### config.mk
export PLATFORM = sky130hd
export DESIGN_NAME = prio_arbiter8
export DESIGN_NICKNAME = d
export VERILOG_FILES = /design/src/rtl/prio_arbiter8.sv
export SDC_FILE = /design/constraint.sdc
export NUM_CORES = 1
export LEC_CHECK = 0
export ABC_CLOCK_PERIOD_IN_PS = 3800
export CAP_MARGIN = 25
export CELL_PAD_IN_SITES_DETAIL_PLACEMENT = 1
export CELL_PAD_IN_SITES_GLOBAL_PLACEMENT = 1
export CORE_MARGIN = 2
export CORE_UTILIZATION = 23
export DETAILED_ROUTE_END_ITERATION = 16
export PLACE_DENSITY_LB_ADDON = 0.12
export SYNTH_ARGS = -nofsm -noshare
export SYNTH_HDL_FRONTEND = slang
export SYNTH_SLANG_ARGS = --single-unit
### constraint.sdc
create_clock -name clk -period 3.8 [get_ports clk]
set_input_delay 0.76 -clock clk [delete_from_list [all_inputs] [get_ports clk]]
set_output_delay 0.76 -clock clk [all_outputs]
set_load 0.05 [all_outputs]
### src/rtl/prio_arbiter8.sv
// prio_arbiter8: eight-requester arbiter with registered one-hot grant.
// Policy is either rotating round-robin or fixed priority with index 7 highest.
// The grant is held until the owner releases it or the hold limit expires.
module prio_arbiter8 #(
    parameter bit RR_EN    = 1'b1,
    parameter int MAX_HOLD = 16
) (
    input  logic       clk,
    input  logic       rst,
    input  logic       en,
    input  logic [7:0] req,
    output logic [7:0] grant,
    output logic [2:0] grant_id,
    output logic       grant_valid
);

    localparam int HW = (MAX_HOLD > 1) ? $clog2(MAX_HOLD) : 1;
    localparam logic [HW-1:0] HOLD_LAST = HW'(MAX_HOLD - 1);

    typedef enum logic {IDLE, GRANT} state_t;

    state_t          state, state_nx;
    logic [2:0]      last_id, last_id_nx, id_nx;
    logic [HW-1:0]   hold_cnt, hold_cnt_nx;
    logic [2:0]      start;
    logic [7:0]      others;
    logic [3:0]      pick_all, pick_oth;

    // Descending circular scan from index s.
    // The result is {found, index} of the first set bit.
    function automatic logic [3:0] pick(input logic [7:0] cand, input logic [2:0] s);
        logic [3:0] r;
        logic [2:0] idx;
        r = '0;
        for (int k = 0; k < 8; k++) begin
            idx = s - 3'(k);
            if (!r[3] && cand[idx]) r = {1'b1, idx};
        end
        return r;
    endfunction

    // Search start point and the two candidate winners (full, and owner masked off).
    always_comb begin
        start    = RR_EN ? (last_id - 3'd1) : 3'd7;
        others   = req & ~(8'd1 << grant_id);
        pick_all = pick(req, start);
        pick_oth = pick(others, start);
    end

    // Next-state logic: arbitration, release handoff and hold-limit rotation.
    always_comb begin
        state_nx    = state;
        id_nx       = grant_id;
        last_id_nx  = last_id;
        hold_cnt_nx = hold_cnt;
        case (state)
            IDLE: begin
                id_nx = 3'd0;
                if (en && pick_all[3]) begin
                    state_nx    = GRANT;
                    id_nx       = pick_all[2:0];
                    last_id_nx  = pick_all[2:0];
                    hold_cnt_nx = '0;
                end
            end
            GRANT: begin
                if (!en) begin
                    state_nx    = IDLE;
                    id_nx       = 3'd0;
                    hold_cnt_nx = '0;
                end else if (!req[grant_id]) begin
                    // The owner released. Hand off with no bubble if anyone is waiting.
                    hold_cnt_nx = '0;
                    if (pick_all[3]) begin
                        id_nx      = pick_all[2:0];
                        last_id_nx = pick_all[2:0];
                    end else begin
                        state_nx = IDLE;
                        id_nx    = 3'd0;
                    end
                end else if (hold_cnt == HOLD_LAST) begin
                    // The limit is reached. Force a rotation only when another requester waits.
                    hold_cnt_nx = '0;
                    if (pick_oth[3]) begin
                        id_nx      = pick_oth[2:0];
                        last_id_nx = pick_oth[2:0];
                    end
                end else begin
                    hold_cnt_nx = hold_cnt + HW'(1);
                end
            end
            default: begin
                state_nx = IDLE;
                id_nx    = 3'd0;
            end
        endcase
    end

    // State and registered outputs.
    // The grant is derived from the next index, so it is always one-hot or zero.
    always_ff @(posedge clk) begin
        if (rst) begin
            state       <= IDLE;
            grant       <= '0;
            grant_id    <= '0;
            grant_valid <= 1'b0;
            last_id     <= '0;
            hold_cnt    <= '0;
        end else begin
            state       <= state_nx;
            grant_id    <= id_nx;
            grant_valid <= (state_nx == GRANT);
            grant       <= (state_nx == GRANT) ? (8'd1 << id_nx) : 8'd0;
            last_id     <= last_id_nx;
            hold_cnt    <= hold_cnt_nx;
        end
    end

endmodule
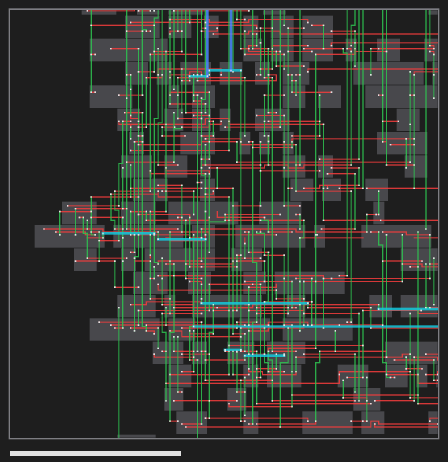
Fig. 1. Layout detail (run 1).
The bar under the picture is 20 um long. Window x 5 to 55, y 5 to 55 um. Cells in gray, sequential cells in the stronger gray; small squares are vias.
[green] met2
[red] met1
[cyan] met3
[blue] met4
sequential cells in the window: 0
cells with their middle in the window: 97
most frequent: buf_4 (23), mux4_2 (13), mux2i_1 (8)

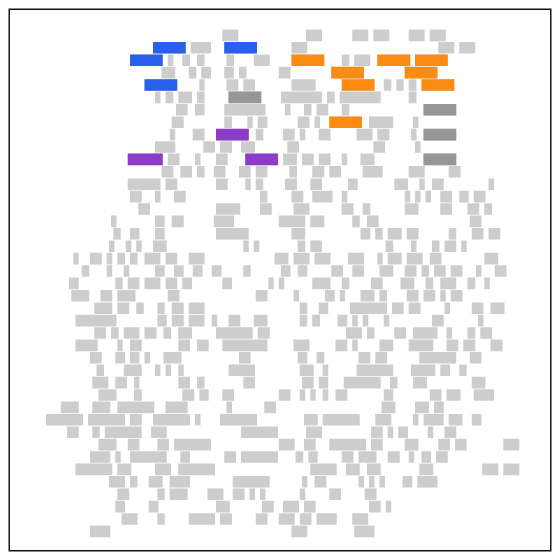
Fig. 2. Sequential cells grouped by signal name (run 1).
[orange] grant | placed flops: 8
[blue] hold_cnt | placed flops: 4
[purple] last_id | placed flops: 3
not colored: 4
post-layout util: 0.3320
Reg area: 381.6 um^2

==> results.yml, run 1 <==
# yosys + openroad results
sta:
  fin_crit_sh: 0.9519
  finClkSkew_ps: 2.052
  relSlewSlack: 0.6196
  worst_slew_pin_slew_ps: 564.7
  rsz0062_at_grt: "no"
  fmax_ghz: 0.2765
  fin_crit_ps: 3617
  slew_viol_final: 0
  setup_viol: 0
  setup_tns_ps: 0
setup_path:
  crit_cells: 11
  worstSetupEndpoint: "grant[4]"
  crit_start: "req[1]"
  reg2reg_slack_ps: 340
  r2r-end: "grant[4]"
  cp_num_buf_inv: 2
  crit_chain: "clkdlybuf4s50_1, buf_4, nand2_1, o22a_1, mux4_2, nand3_2, nor2_1, a32o_1, a211o_1, a221o_1, nor4b_2"
  cpPeakStageDelay_ps: 540
  critPathTopFamily: "AND-OR/OR-AND gates"
  worstSetupEndpointType: "flop"
  critPathSlowestCell: "clkdlybuf4s50_1"
  cp-start-kind: "primary input"
  r2r_start: "last_id[0]"
  worstPathArrival_ps: 3780
  critPathKind: "in2reg"
  required_ps: 3960
  worstPathMaxFanout: 6
floorplan:
  nWellTaps: 172
  die_h_um: 118.5
  chipArea_um2: 14030
  fp_util: 0.2368
  ios: 23
  core_region_area_um2: 12720
  die_w_um: 118.5
  row_count: 41
cells_and_area:
  final_cell_mix: "100 x buf_4, 34 x nor2_1, 30 x nand2_1, 19 x mux4_2"
  buf_share: 0.2417
  layout_top_cell: "buf_4"
  combGateArea_um2: 2489
  inverters: 10
  final_layout_size_suffix_gt1_frac: 0.3521
  fillers: 1552
  fin_nets: 478
  comb_share: 0.5892
  synthToLayoutAreaGrowth_pct: 40.20
  sh_seq_area: 0.09034
  clkCellAreaFrac: 0.01896
  buffers: 124
  flops: 19
  antenna_cells: 0
placement:
  place_congestion: 0.9241
  pre_cts_slack_ps: -220.8
  io_buffer_count: 22
  hpwl_um: 9576
  place_inst: 630
logic_synthesis:
  top_area_frac: 0.1420
  yosysChipArea_um2: 3013
  yosys_register_bits: 19
  ys_seq_share: 0.1262
  edf_count: 0
  synthesis.instances: 361
  synth-async-reset-ratio: 0
  ys_cells: 361
  synth_cell_type_count: 75
  netlist_area_um2: 3013
  yosys-top-cells-area: "mux4_2 14%, dfxtp_1 13%, mux2i_1 4.7%"
  fp_nets: 375
  ys.flop_type: "dfxtp_1"
  largest_area_cell: "mux4_2"
  synth_warnings: 0
  top_cell: "nor2_1"
routing:
  drcViolationCount: 0
  wl_per_cell_um: 18.76
  drt_iter0_drc: 144
  drt-pass1-iter-count: 4
  viasPerCell: 5.384
global_route:
  grt_pass1_wl_um: 19290
  antenna_found_initial: 0
  grt_pass1_vias: 3532
  grt_max_degree: 49
  grt-ovfl-total: 0
clock_network:
  holdBufCountCts: 0
  clkLatencyLatePin_ps: 250
  cts_sinks: 19
  clock-root-buffer: "clkbuf_16"
  clockBufferDepth: 2
  numCtsBuffers: 3
  ctsResizeCount: 0
  cts_tree: "done"
  clkTransAtPathRegs_ps: 50
  postCtsSetupRepairBufs: 0
status:
  status: "finished, final reports clean"
job:
  max-cap-violations: 0
  openroad.warnings: 27
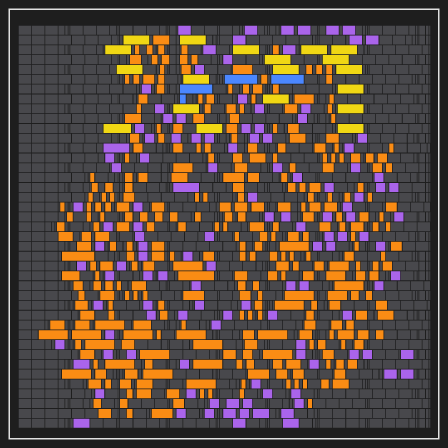
Fig. 3. Cell classes on the final placement (run 1).
Fill, decap, tap and diode cells in gray.
[orange] all other logic | cells: 316 | share of their area: 63%
[purple] other buffers and delay cells | cells: 124 | share of their area: 25%
[blue] clock drivers and dummy loads | cells: 4 | share of their area: 2.0%
[yellow] flip-flops | cells: 19 | share of their area: 9.5%

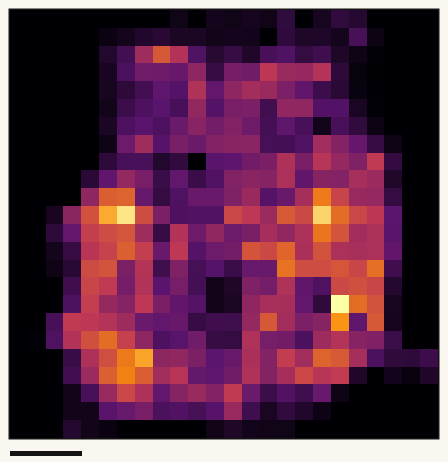
Fig. 4. Signal metal coverage by tile (run 1).
The bar under the picture is 20 um long. The die is cut into 24 by 24 equal tiles; black is low, pale yellow is high, scaled to the fullest tile. Values are wire area over tile area, all layers added.
fullest tile: 0.58
nearly empty tiles: 29%
emptiest ninth of the die: north-west
GRT Overall Usage: 0.1686
DRT Wirelength: 11,910 um
vias: 3,419

[run 1: layer usage]
metal | part of all wire | vias up | GRT usage | routed length (um)
met5 | 0 | - | 0 | 0
met4 | 0.0069 | 0 | 0.01935 | 82
met3 | 0.025 | 8 | 0.01496 | 294
met2 | 0.49 | 51 | 0.2926 | 5801
met1 | 0.48 | 1727 | 0.2338 | 5735
li1 | - | 1633 | - | -
[run 1: how the worst min path moves through the flow]
stage	end	slack [ps]	cells past startpoint
6_report	hold_cnt[3]	490	2
5_1_grt	hold_cnt[3]	530	2
3_3_place_gp	hold_cnt[3]	480	2
2_1_floorplan	hold_cnt[3]	450	2
4_1_cts	hold_cnt[3]	500	2
3_5_place_dp	hold_cnt[3]	490	2
[run 1: worst reg2reg max path, delay by kind of cell, from the launching register on]
family	cells	cell delay [ps]
mux	2	960
flops	1	350
fa+ha+maj	1	380
simple gates	2	390
compound gates	5	1020
buf+inv	2	270
[run 1: flip-flops by register name, indices dropped and copies added (netlist names)]
register,flops
grant_id,3
last_id,3
grant,8
state,1
hold_cnt,4
[run 1: cell families after synthesis]
kind of cell	Yosys count	synth area share
AND/OR/NAND/NOR	135	0.2317
adder cells (fa/ha/maj)	3	0.01246
buffers and inverters	36	0.05980
XOR/XNOR	6	0.03862
multiplexers	43	0.2267
AND-OR/OR-AND	119	0.3044
flip-flops	19	0.1262
[run 1: through the flow]
step	instance area, um^2	hold WS, ps
finish	4224	488.2
global placement	4090	475.0
floorplan	3013	453.9
CTS	4170	496.8
detailed placement	4090	489.0
global route	4224	525.0
==> run 2, diff against run 1 <==
- DONT_BUFFER_PORTS: default -> 1
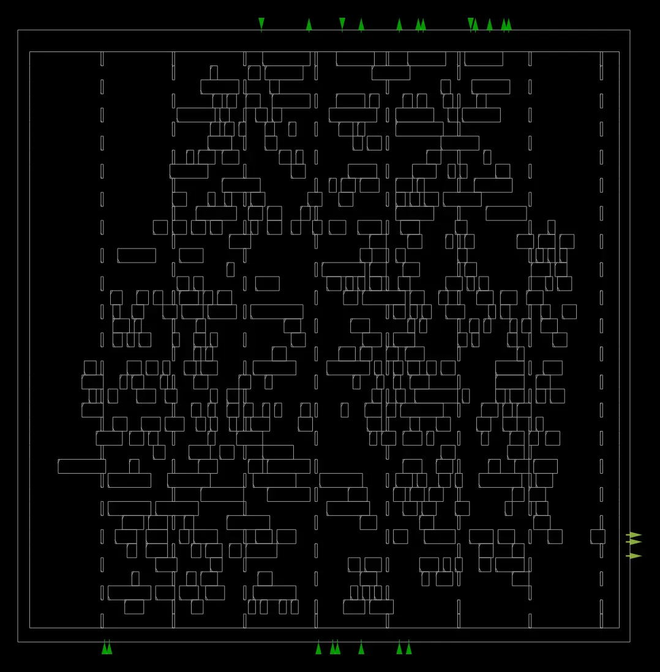
Fig. 5. Cell outlines without signal wires (run 2).
FP Rows: 41
Seq area share: 0.1103
Filler cells: 1,553
fin cells: 547

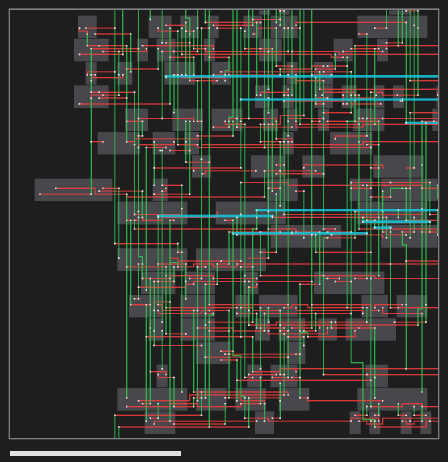
Fig. 6. Layout detail (run 2).
The bar under the picture is 20 um long. Window x 5 to 55, y 5 to 55 um. Cells in gray, sequential cells in the stronger gray; small squares are vias.
[cyan] met3
[red] met1
[green] met2
most frequent: mux4_2 (11)
cells with their middle in the window: 88
sequential cells in the window: 0

==> results.yml, run 2 <==
# yosys + openroad results
logic_synthesis:
  synth-async-reset-ratio: 0
  netlist_area_um2: 3013
  yosysChipArea_um2: 3013
  synth_warnings: 0
  top_cell: "nor2_1"
  ys_seq_share: 0.1262
  largest_area_cell: "mux4_2"
  synth_cell_type_count: 75
  synthesis.instances: 361
  edf_count: 0
  ys.flop_type: "dfxtp_1"
  yosys_register_bits: 19
  yosys-top-cells-area: "mux4_2 14%, dfxtp_1 13%, mux2i_1 4.7%"
  top_area_frac: 0.1420
global_route:
  grt_max_degree: 41
  grt_usage: 0.1628
  grt_pass1_vias: 3200
  grt-ovfl-total: 0
  antenna_found_initial: 0
  grt_pass1_wl_um: 18460
floorplan:
  die_h_um: 118.5
  ios: 23
  die_w_um: 118.5
  core_region_area_um2: 12720
sta:
  slew_viol_final: 0
  holdWs_ps: 486.1
  fin_crit_sh: 0.9345
  fin_crit_ps: 3551
  finClkSkew_ps: 1.852
  rsz0062_at_grt: "no"
  setup_tns_ps: 0
  fmax_ghz: 0.2816
setup_path:
  r2r-end: "grant[4]"
  cp-start-kind: "flop"
  worstSetupEndpointType: "flop"
  r2r_start: "last_id[1]"
  required_ps: 3960
  worstPathArrival_ps: 3710
  critPathKind: "reg2reg"
  cp_num_buf_inv: 2
  worstSetupEndpoint: "grant[4]"
  crit_start: "last_id[1]"
  critPathTopFamily: "AND-OR/OR-AND gates"
  crit_chain: "inv_1, ha_2, buf_12, nand2b_1, nand2_1, nor3_1, o211ai_1, nor2_1, a32o_1, a211o_1, a221o_1, nor4b_2"
  worstPathMaxFanout: 40
placement:
  pre_cts_slack_ps: 204.9
  hpwl_um: 8891
  io_buffer_count: 0
  place_congestion: 0.8722
routing:
  drt-total-wl_um: 11230
  drt_iter0_drc: 257
  wl_per_cell_um: 20.53
  drcViolationCount: 0
  viasPerCell: 5.559
  via_count: 3041
job:
  max-cap-violations: 0
  openroad.warnings: 27
clock_network:
  clock-root-buffer: "clkbuf_16"
  holdBufCountCts: 0
  clkTransAtPathRegs_ps: 50
  cts_sinks: 19
  postCtsSetupRepairBufs: 0
  cts_tree: "done"
  clockBufferDepth: 2
  numCtsBuffers: 3
  clkLatencyLatePin_ps: 250
status:
  status: "finished, final reports clean"
hold_path:
  min_to: "hold_cnt[3]"
  min_path_cells: 2
cells_and_area:
  largest_reg_flops: 8
  reg_top3: "grant (8), hold_cnt (4)"
  antenna_cells: 0
  top_register: "grant"
  final_cell_mix: "34 x nor2_1, 34 x buf_4, 30 x nand2_1, 19 x mux4_2, 17 x dfxtp_1"
  synthToLayoutAreaGrowth_pct: 15.24
  fin_nets: 390
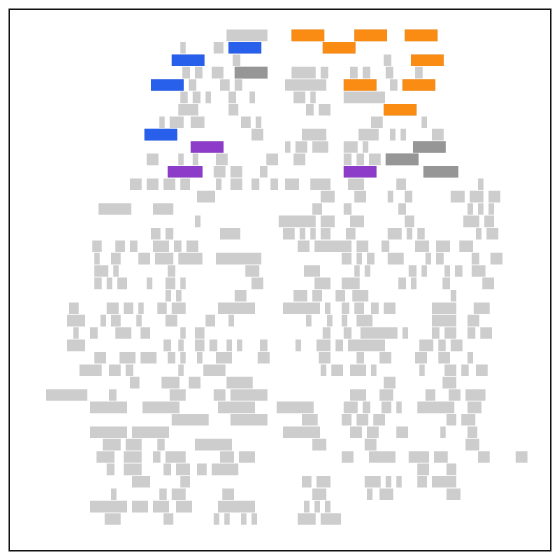
Fig. 7. Sequential cells grouped by signal name (run 2).
[blue] hold_cnt | placed flops: 4
[orange] grant | placed flops: 8
[purple] last_id | placed flops: 3
not colored: 4
post-layout util: 0.2729

-- run 2: area by class of cell --
class | count | area (um^2) | area share
Inverter | 10 | 37.54 | 0.01081
Timing Repair Buffer | 36 | 286.5 | 0.08252
Clock inverter | 1 | 5.005 | 0.001441
Clock buffer | 3 | 75.07 | 0.02162
Tap cell | 172 | 215.2 | 0.06198
Sequential cell | 19 | 382.9 | 0.1103
Multi-Input combinational cell | 306 | 2470 | 0.7114
-- run 2: through the flow --
| step | cells | area (um^2) |
|---|---|---|
| after floorplan | 361 | 3013 |
| after global placement | 543 | 3369 |
| after detailed placement | 543 | 3369 |
| after CTS | 547 | 3450 |
| after global routing | 547 | 3472 |
| final | 547 | 3472 |
-- run 2: cells by family (layout without fill, tap and decap cells) --
family,count (synthesis),in the layout,synth area share
flip-flops,19,19,0.1262
AND-OR/OR-AND,119,119,0.3044
buffers and inverters,36,50,0.05980
XOR/XNOR,6,6,0.03862
AND/OR/NAND/NOR,135,135,0.2317
multiplexers,43,43,0.2267
adder cells (fa/ha/maj),3,3,0.01246
-- run 2: per-layer routing --
layer  part of all wire  global-route usage  vias to the layer above  wire length [um]
met4              0.019             0.03348                        0               216
li1                   -                   -                     1463                 -
met3              0.035             0.01737                       14               389
met2               0.46              0.2702                       56              5214
met1               0.48              0.2282                     1508              5409
met5                  0                   0                        -                 0
-- run 2: repair_timing --
action,4_1_cts,5_1_grt
gates resized,0,6
hold endpoints to repair,0,0
setup endpoints to repair,0,7
